File: src/rtl/fetch_unit.sv
// ----------------------------------------------------------------------------
// fetch_unit
//
// Instruction-fetch front end. It takes the current PC from the PC register,
// fetches one instruction word at a time through a req/ack memory handshake,
// and queues fetched words in a small prefetch FIFO for the decode stage.
// It also steers the PC register: CTRLHalt = 0 makes the PC load NovoEndereco
// at the next edge, CTRLHalt = 1 makes it hold.
//
// Ports
//   CLK, Reset        clock; synchronous active-high reset
//   EnderecoAtual     current PC (input from the PC register)
//   NovoEndereco      next PC (output to the PC register)
//   CTRLHalt          1 = PC holds, 0 = PC loads NovoEndereco
//   BranchTaken       single-cycle redirect request from execute
//   BranchTarget      redirect address
//   ExtHalt           global stall, blocks new memory requests only
//   MemReq, MemAddr   instruction memory request and address
//   MemAck, MemData   memory response strobe and instruction word
//   InstrValid        FIFO head valid
//   Instrucao         FIFO head instruction word
//   InstrPC           address the head instruction was fetched from
//   InstrReady        decode accepts the head entry
// ----------------------------------------------------------------------------
module fetch_unit #(
    parameter int DEPTH = 2,
    parameter int INC   = 4
) (
    input  logic        CLK,
    input  logic        Reset,
    input  logic [31:0] EnderecoAtual,
    output logic [31:0] NovoEndereco,
    output logic        CTRLHalt,
    input  logic        BranchTaken,
    input  logic [31:0] BranchTarget,
    input  logic        ExtHalt,
    output logic        MemReq,
    output logic [31:0] MemAddr,
    input  logic        MemAck,
    input  logic [31:0] MemData,
    output logic        InstrValid,
    output logic [31:0] Instrucao,
    output logic [31:0] InstrPC,
    input  logic        InstrReady
);

    localparam int PTR_W = (DEPTH > 1) ? $clog2(DEPTH) : 1;
    localparam int CNT_W = $clog2(DEPTH) + 1;

    localparam logic [0:0] ST_IDLE = 1'b0;
    localparam logic [0:0] ST_WAIT = 1'b1;

    logic [0:0]       state_reg;
    logic [31:0]      mem_addr_reg;
    logic             discard_reg;
    logic [PTR_W-1:0] wr_ptr_reg;
    logic [PTR_W-1:0] rd_ptr_reg;
    logic [CNT_W-1:0] count_reg;
    logic [31:0]      instr_mem [DEPTH];
    logic [31:0]      pc_mem    [DEPTH];

    logic push;
    logic pop;
    logic issue;

    // A response is kept only if it belongs to the current path: not marked
    // stale by an earlier redirect and not overtaken by a redirect this cycle.
    assign push  = (state_reg == ST_WAIT) && MemAck && !discard_reg && !BranchTaken;
    assign pop   = (count_reg != '0) && InstrReady;
    // A redirect in IDLE suppresses the request: EnderecoAtual still holds the
    // old path, the target is fetched once the PC has loaded it.
    assign issue = (state_reg == ST_IDLE) && !ExtHalt && !BranchTaken
                   && (count_reg < CNT_W'(DEPTH));

    // PC register control; a redirect overrides the sequential increment.
    always_comb begin
        CTRLHalt     = 1'b1;
        NovoEndereco = EnderecoAtual;
        if (!Reset) begin
            if (BranchTaken) begin
                CTRLHalt     = 1'b0;
                NovoEndereco = BranchTarget;
            end else if (push) begin
                CTRLHalt     = 1'b0;
                NovoEndereco = EnderecoAtual + 32'(INC);
            end
        end
    end

    // Request FSM: one outstanding request, never aborted once issued.
    always_ff @(posedge CLK) begin
        if (Reset) begin
            state_reg    <= ST_IDLE;
            mem_addr_reg <= '0;
            discard_reg  <= 1'b0;
        end else begin
            case (state_reg)
                ST_IDLE: begin
                    if (issue) begin
                        mem_addr_reg <= EnderecoAtual;
                        state_reg    <= ST_WAIT;
                    end
                end
                ST_WAIT: begin
                    if (MemAck) begin
                        state_reg   <= ST_IDLE;
                        discard_reg <= 1'b0;
                    end else if (BranchTaken) begin
                        // Let the handshake finish but throw its data away.
                        discard_reg <= 1'b1;
                    end
                end
                default: state_reg <= ST_IDLE;
            endcase
        end
    end

    // FIFO bookkeeping; a redirect flushes everything, including a same-cycle pop.
    always_ff @(posedge CLK) begin
        if (Reset || BranchTaken) begin
            wr_ptr_reg <= '0;
            rd_ptr_reg <= '0;
            count_reg  <= '0;
        end else begin
            if (push) wr_ptr_reg <= wr_ptr_reg + PTR_W'(1);
            if (pop)  rd_ptr_reg <= rd_ptr_reg + PTR_W'(1);
            case ({push, pop})
                2'b10:   count_reg <= count_reg + CNT_W'(1);
                2'b01:   count_reg <= count_reg - CNT_W'(1);
                default: count_reg <= count_reg;
            endcase
        end
    end

    // FIFO storage; contents need no reset because count gates the head.
    always_ff @(posedge CLK) begin
        if (push) begin
            instr_mem[wr_ptr_reg] <= MemData;
            pc_mem[wr_ptr_reg]    <= mem_addr_reg;
        end
    end

    assign MemReq     = (state_reg == ST_WAIT);
    assign MemAddr    = mem_addr_reg;
    assign InstrValid = (count_reg != '0);
    assign Instrucao  = InstrValid ? instr_mem[rd_ptr_reg] : '0;
    assign InstrPC    = InstrValid ? pc_mem[rd_ptr_reg] : '0;

endmodule

File: config.mk
export PLATFORM = sky130hd
export DESIGN_NAME = fetch_unit
export DESIGN_NICKNAME = d
export VERILOG_FILES = /design/src/rtl/fetch_unit.sv
export SDC_FILE = /design/constraint.sdc
export NUM_CORES = 1
export LEC_CHECK = 0
export CELL_PAD_IN_SITES_DETAIL_PLACEMENT = 0
export CELL_PAD_IN_SITES_GLOBAL_PLACEMENT = 1
export CORE_MARGIN = 2
export CORE_UTILIZATION = 32
export DETAILED_ROUTE_END_ITERATION = 12
export GPL_TIMING_DRIVEN = 0
export HOLD_SLACK_MARGIN = 0.12
export PLACE_DENSITY = 0.82
export SLEW_MARGIN = 20
export SYNTH_ARGS = -nofsm -noshare
export SYNTH_HDL_FRONTEND = slang
export SYNTH_SLANG_ARGS = --single-unit
export TNS_END_PERCENT = 20
File: constraint.sdc
create_clock -name CLK -period 4.3 [get_ports CLK]
set_clock_uncertainty 0.1 [all_clocks]
set_input_delay 0.86 -clock CLK [delete_from_list [all_inputs] [get_ports CLK]]
set_output_delay 0.86 -clock CLK [all_outputs]
set_load 0.005 [all_outputs]
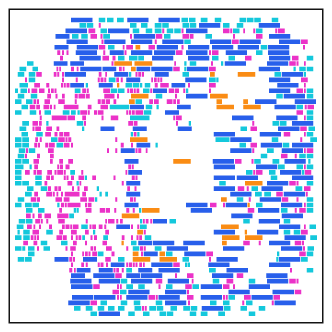
class_map.png
Scale: 2 px per um.
| class | colour | cells |
|---|---|---|
| clock drivers and dummy loads | orange | 32 |
| remaining logic cells | magenta | 439 |
| registers | blue | 167 |
| remaining buffers and delay cells | cyan | 275 |
final non-filler cell area: 10,690 um^2
post-route core utilization: 47.23%
num rows: 55
Placeable Area: 22,640 um^2
share of the final layout cell area in sequential cells: 43.24%

==> summary.txt <==
Results of the flow run.

The flow ran to the end, but the final reports show violations. The final reports fail on setup timing. For reference, the final report shows the hold violation count at 0. The netlist area before placement stands at 7390 um^2.

STA classifies the critical path endpoint as a primary output. Per the timing report, the most critical flop-to-flop path finishes at pc_mem[0][30]. The power per unit of standard cell area stands at 327.9 nW/um^2.

For this design, the CTS-stage hold fixing added 0 buffers. The placer congestion estimate stands at 0.8274. The script reports the combined buffer and inverter count of the critical path as 3.

The synthesized instance count is 648. The detailed router reports a met3 wire length of 1239 um. The length of routed met2 wiring stands at 10,460 um. For this run, the detailed router reports a per-instance via density of 4.932. Signal nets in the final route climb as high as met4. The iteration count of the initial detailed-routing pass stands at 5. The number of nets with antenna violations after detailed routing stands at 0. The number of global-route vias before repair stands at 5,838. For reference, the critical path is launched at MemAck.

For this run, the final setup violation count is recorded as 1. Per the synth stats, the flop cell with the highest instance count is sky130_fd_sc_hd__edfxtp_1. The leakage power in the latest report is 3.528 nW. The biggest area contributor in the post-synthesis netlist is sky130_fd_sc_hd__edfxtp_1. The number of register bits inferred by synthesis stands at 167.

The total design power stands at 3.506 mW. The global-route met1 utilization stands at 22.82%. The floorplan step records an initial core utilization of 32.64%. The part of the Yosys area used for sequential elements stands at 62.58%. The fraction of registers with async set/reset stands at 0%.

Among all cell types in the netlist, the one instantiated most often is sky130_fd_sc_hd__edfxtp_1. The clock slew seen by the registers of the worst setup and hold paths stands at 70 ps. Final hold analysis gives a worst-case slack of 387.3 ps. Per the synthesis report, the single largest cell type by area occupies 52.01% of cell area.

After global routing the overflow that remains totals 0. In this run the number of cells on the critical path is 8. The largest single stage delay on the critical path is 600 ps. The maximum number of pins on one net before global-route repair stands at 44. Net switching is 23.24% of the power.

When the netlist entered floorplanning its net count stood at 752. After synthesis, the cell types taking the most area are sky130_fd_sc_hd__edfxtp_1 52%, sky130_fd_sc_hd__dfxtp_1 11%, sky130_fd_sc_hd__mux2i_1 8.8%. The total number of vias stands at 5,914. After legalization and detailed placement, the total HPWL measured 16,130 um. In this build the clock could be raised as far as 230.9 MHz.

After the flow finishes, the layout carries non-filler instances totaling 1,199. The met3 track utilization from global routing stands at 3.889%. For this block, wires on met1 add up to 9594 um. The number of buffers inserted during clock tree synthesis stands at 17.

According to the timing report, the data required time at the worst endpoint equals 3340 ps. The biggest slice of the total power is consumed by sequential cells. The report puts the cell count of the worst reg-to-reg path at 5. Internal power comes to 2.691 mW. Looking at the setup timing report, the critical path kind is in2out. Port buffering added 226 buffers.

Among all stages on the critical path, the largest delay is contributed by sky130_fd_sc_hd__or4_4. After layout, the worst path uses 100.7% of the clock period. The combinational power stands at 360 uW. For this run, the number of Yosys warnings is 0.

The worst slew margin relative to its limit stands at 31.96%. The placement stage leaves a total instance area of 10,100 um^2. The number of cells reported by Yosys stat comes to 648.

The floorplan step defined a die boundary enclosing 24,320 um^2. 233 I/O pins were placed. Yosys reports that the most numerous cell types are 128 x sky130_fd_sc_hd__edfxtp_1, 101 x sky130_fd_sc_hd__nor2_1, 93 x sky130_fd_sc_hd__nand2_1, 65 x sky130_fd_sc_hd__mux2i_1, 49 x sky130_fd_sc_hd__a21oi_1. The sequential logic power stands at 1.78 mW. The floorplan die width stands at 156.0 um. The global routing stage identified its most utilized layer as met2. Listed in order, past its start point the critical path passes clkdlybuf4s50_1 > nand4bb_1 > buf_6 > or4_4 > nor4_4 > and3_1 > o31a_1 > clkdlybuf4s50_1.

The final net count stands at 1,004. The CTS log lists the clock sinks for this run as 167. The height of the die stands at 156.0 um. The worst setup path is launched from an input pin.

The fraction of layout instances using a drive strength above 1 stands at 6.243%. The clock period minus worst slack stands at 4331 ps. Once placement completed, the tool counted placed cells totaling 1,162. Looking at the critical path, the highest net fanout was 9. Adding up every negative setup slack in the final design gives -30.66 ps. Per the cell usage report, the commonest logic cells after layout are 216 x sky130_fd_sc_hd__clkdlybuf4s50_1, 128 x sky130_fd_sc_hd__edfxtp_1, 99 x sky130_fd_sc_hd__nor2_1. The chip area line of the yosys report stands at 7390 um^2. The area added between synthesis and finish stands at 44.72%. TritonCTS built the clock tree.

The actual transition at the worst max-transition pin stands at 1011 ps. The warning total across the stage logs stands at 28. Grouping stages by cell kind, the critical path spends the most delay in buffers and inverters. Setup repair after global routing could not meet its margin everywhere. OpenSTA lists the critical path endpoint as NovoEndereco[28]. Setup slack on the worst reg-to-reg path comes out at 2050 ps. The H-tree was split into 4 levels.

Leaving out fill and tap cells, the most frequent cell in the layout is sky130_fd_sc_hd__clkdlybuf4s50_1. The total wire length stands at 21,700 um. Looking at the VDD voltage map, the peak drop is 176.2 uV. On the critical path the data arrives at 3370 ps. Once routing completed, OpenROAD measured the worst setup slack at -30.66 ps. The detailed-route DRC error count stands at 0. The number of distinct standard cells referenced by the synthesized netlist stands at 53. Registers are responsible for 50.6% of the overall power. Looking at the clock tree report, the root buffer type is sky130_fd_sc_hd__clkbuf_16. The global-route wire length before repair stands at 32,820 um. The switching power summed over all nets stands at 814.9 uW. The clock passes through at most 2 buffers. The overall fraction of global-route tracks in use stands at 17.63%. Counting pins that exceed their max-slew limit in the final report gives 0. Averaged over all synthesized cells, the footprint is 11.40 um^2. In this run, the number of DRC markers left after iteration 0 of detailed routing was 311. The worst-case setup slack after placement stands at -586.5 ps.

The worst register-to-register path begins at MemReq. The global-route track usage on met2 stands at 29.01%. The cell that appears most often on the critical path is sky130_fd_sc_hd__clkdlybuf4s50_1.
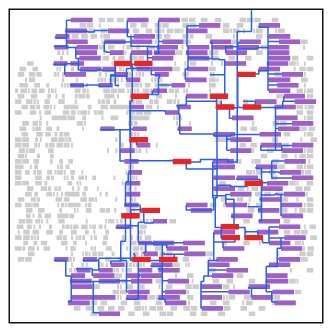
clock_wires.png
Scale: 2 px per um.
[clock-net drivers] red | count: 17
[clock wires] blue | length: 1,970 um
[flip-flops] purple | count: 167
flops lie: widely spread
Late-Pin Clk Latency: 420 ps
power dissipated in the clock network: 1.37 mW
Clk pwr share: 39.1%

[worst min path at each step]
| stage | startpoint | end | slack (ps) | cells after the start |
|---|---|---|---|---|
| after floorplan | MemAddr[0] | pc_mem[0][0] | 370 | 0 |
| final | MemAddr[7] | MemAddr[7] | 390 | 2 |
| after CTS | MemAddr[26] | pc_mem[0][26] | 390 | 0 |
| after global routing | MemAddr[24] | pc_mem[0][24] | 410 | 0 |
| after global placement | MemAddr[26] | pc_mem[1][26] | 360 | 0 |
| after detailed placement | MemAddr[26] | pc_mem[1][26] | 380 | 0 |
[cell type report]
type | count | area [um^2]
Multi-Input combinational cell | 431 | 2614
Timing Repair Buffer | 233 | 2366
Antenna cell | 1 | 2.502
Clock buffer | 18 | 429.2
Tap cell | 285 | 356.6
Buffer | 42 | 170.2
Fill cell | 2106 | 11950
Clock inverter | 14 | 101.3
Inverter | 8 | 30.03
Sequential cell | 167 | 4624
[worst reg2reg max path: stages (launching register included)]
cell and delay, ps:
sky130_fd_sc_hd__dfxtp_1 450, sky130_fd_sc_hd__nand4bb_1 150, sky130_fd_sc_hd__buf_6 180, sky130_fd_sc_hd__nor2_4 610, sky130_fd_sc_hd__buf_16 250, sky130_fd_sc_hd__buf_12 210
[cells by family (layout without fill, tap and decap cells)]
| kind of cell | after synthesis | after routing | synth area share (%) |
|---|---|---|---|
| other | 0 | 1 | 0 |
| and+or+nand+nor | 255 | 255 | 15.85 |
| AOI/OAI and AO/OA | 105 | 105 | 9.279 |
| adders and majority gates | 2 | 2 | 0.3386 |
| buffers and inverters | 50 | 315 | 2.675 |
| DFF | 167 | 167 | 62.58 |
| muxes | 65 | 65 | 8.805 |
| xor gates and xnor gates | 4 | 4 | 0.4742 |
[timing repair]
item	in CTS	in global routing
pin swaps	6	1
endpoints found under the setup margin	27	14
resized	13	11
setup buffers	4	0
Power and IR drop assume default switching activity.
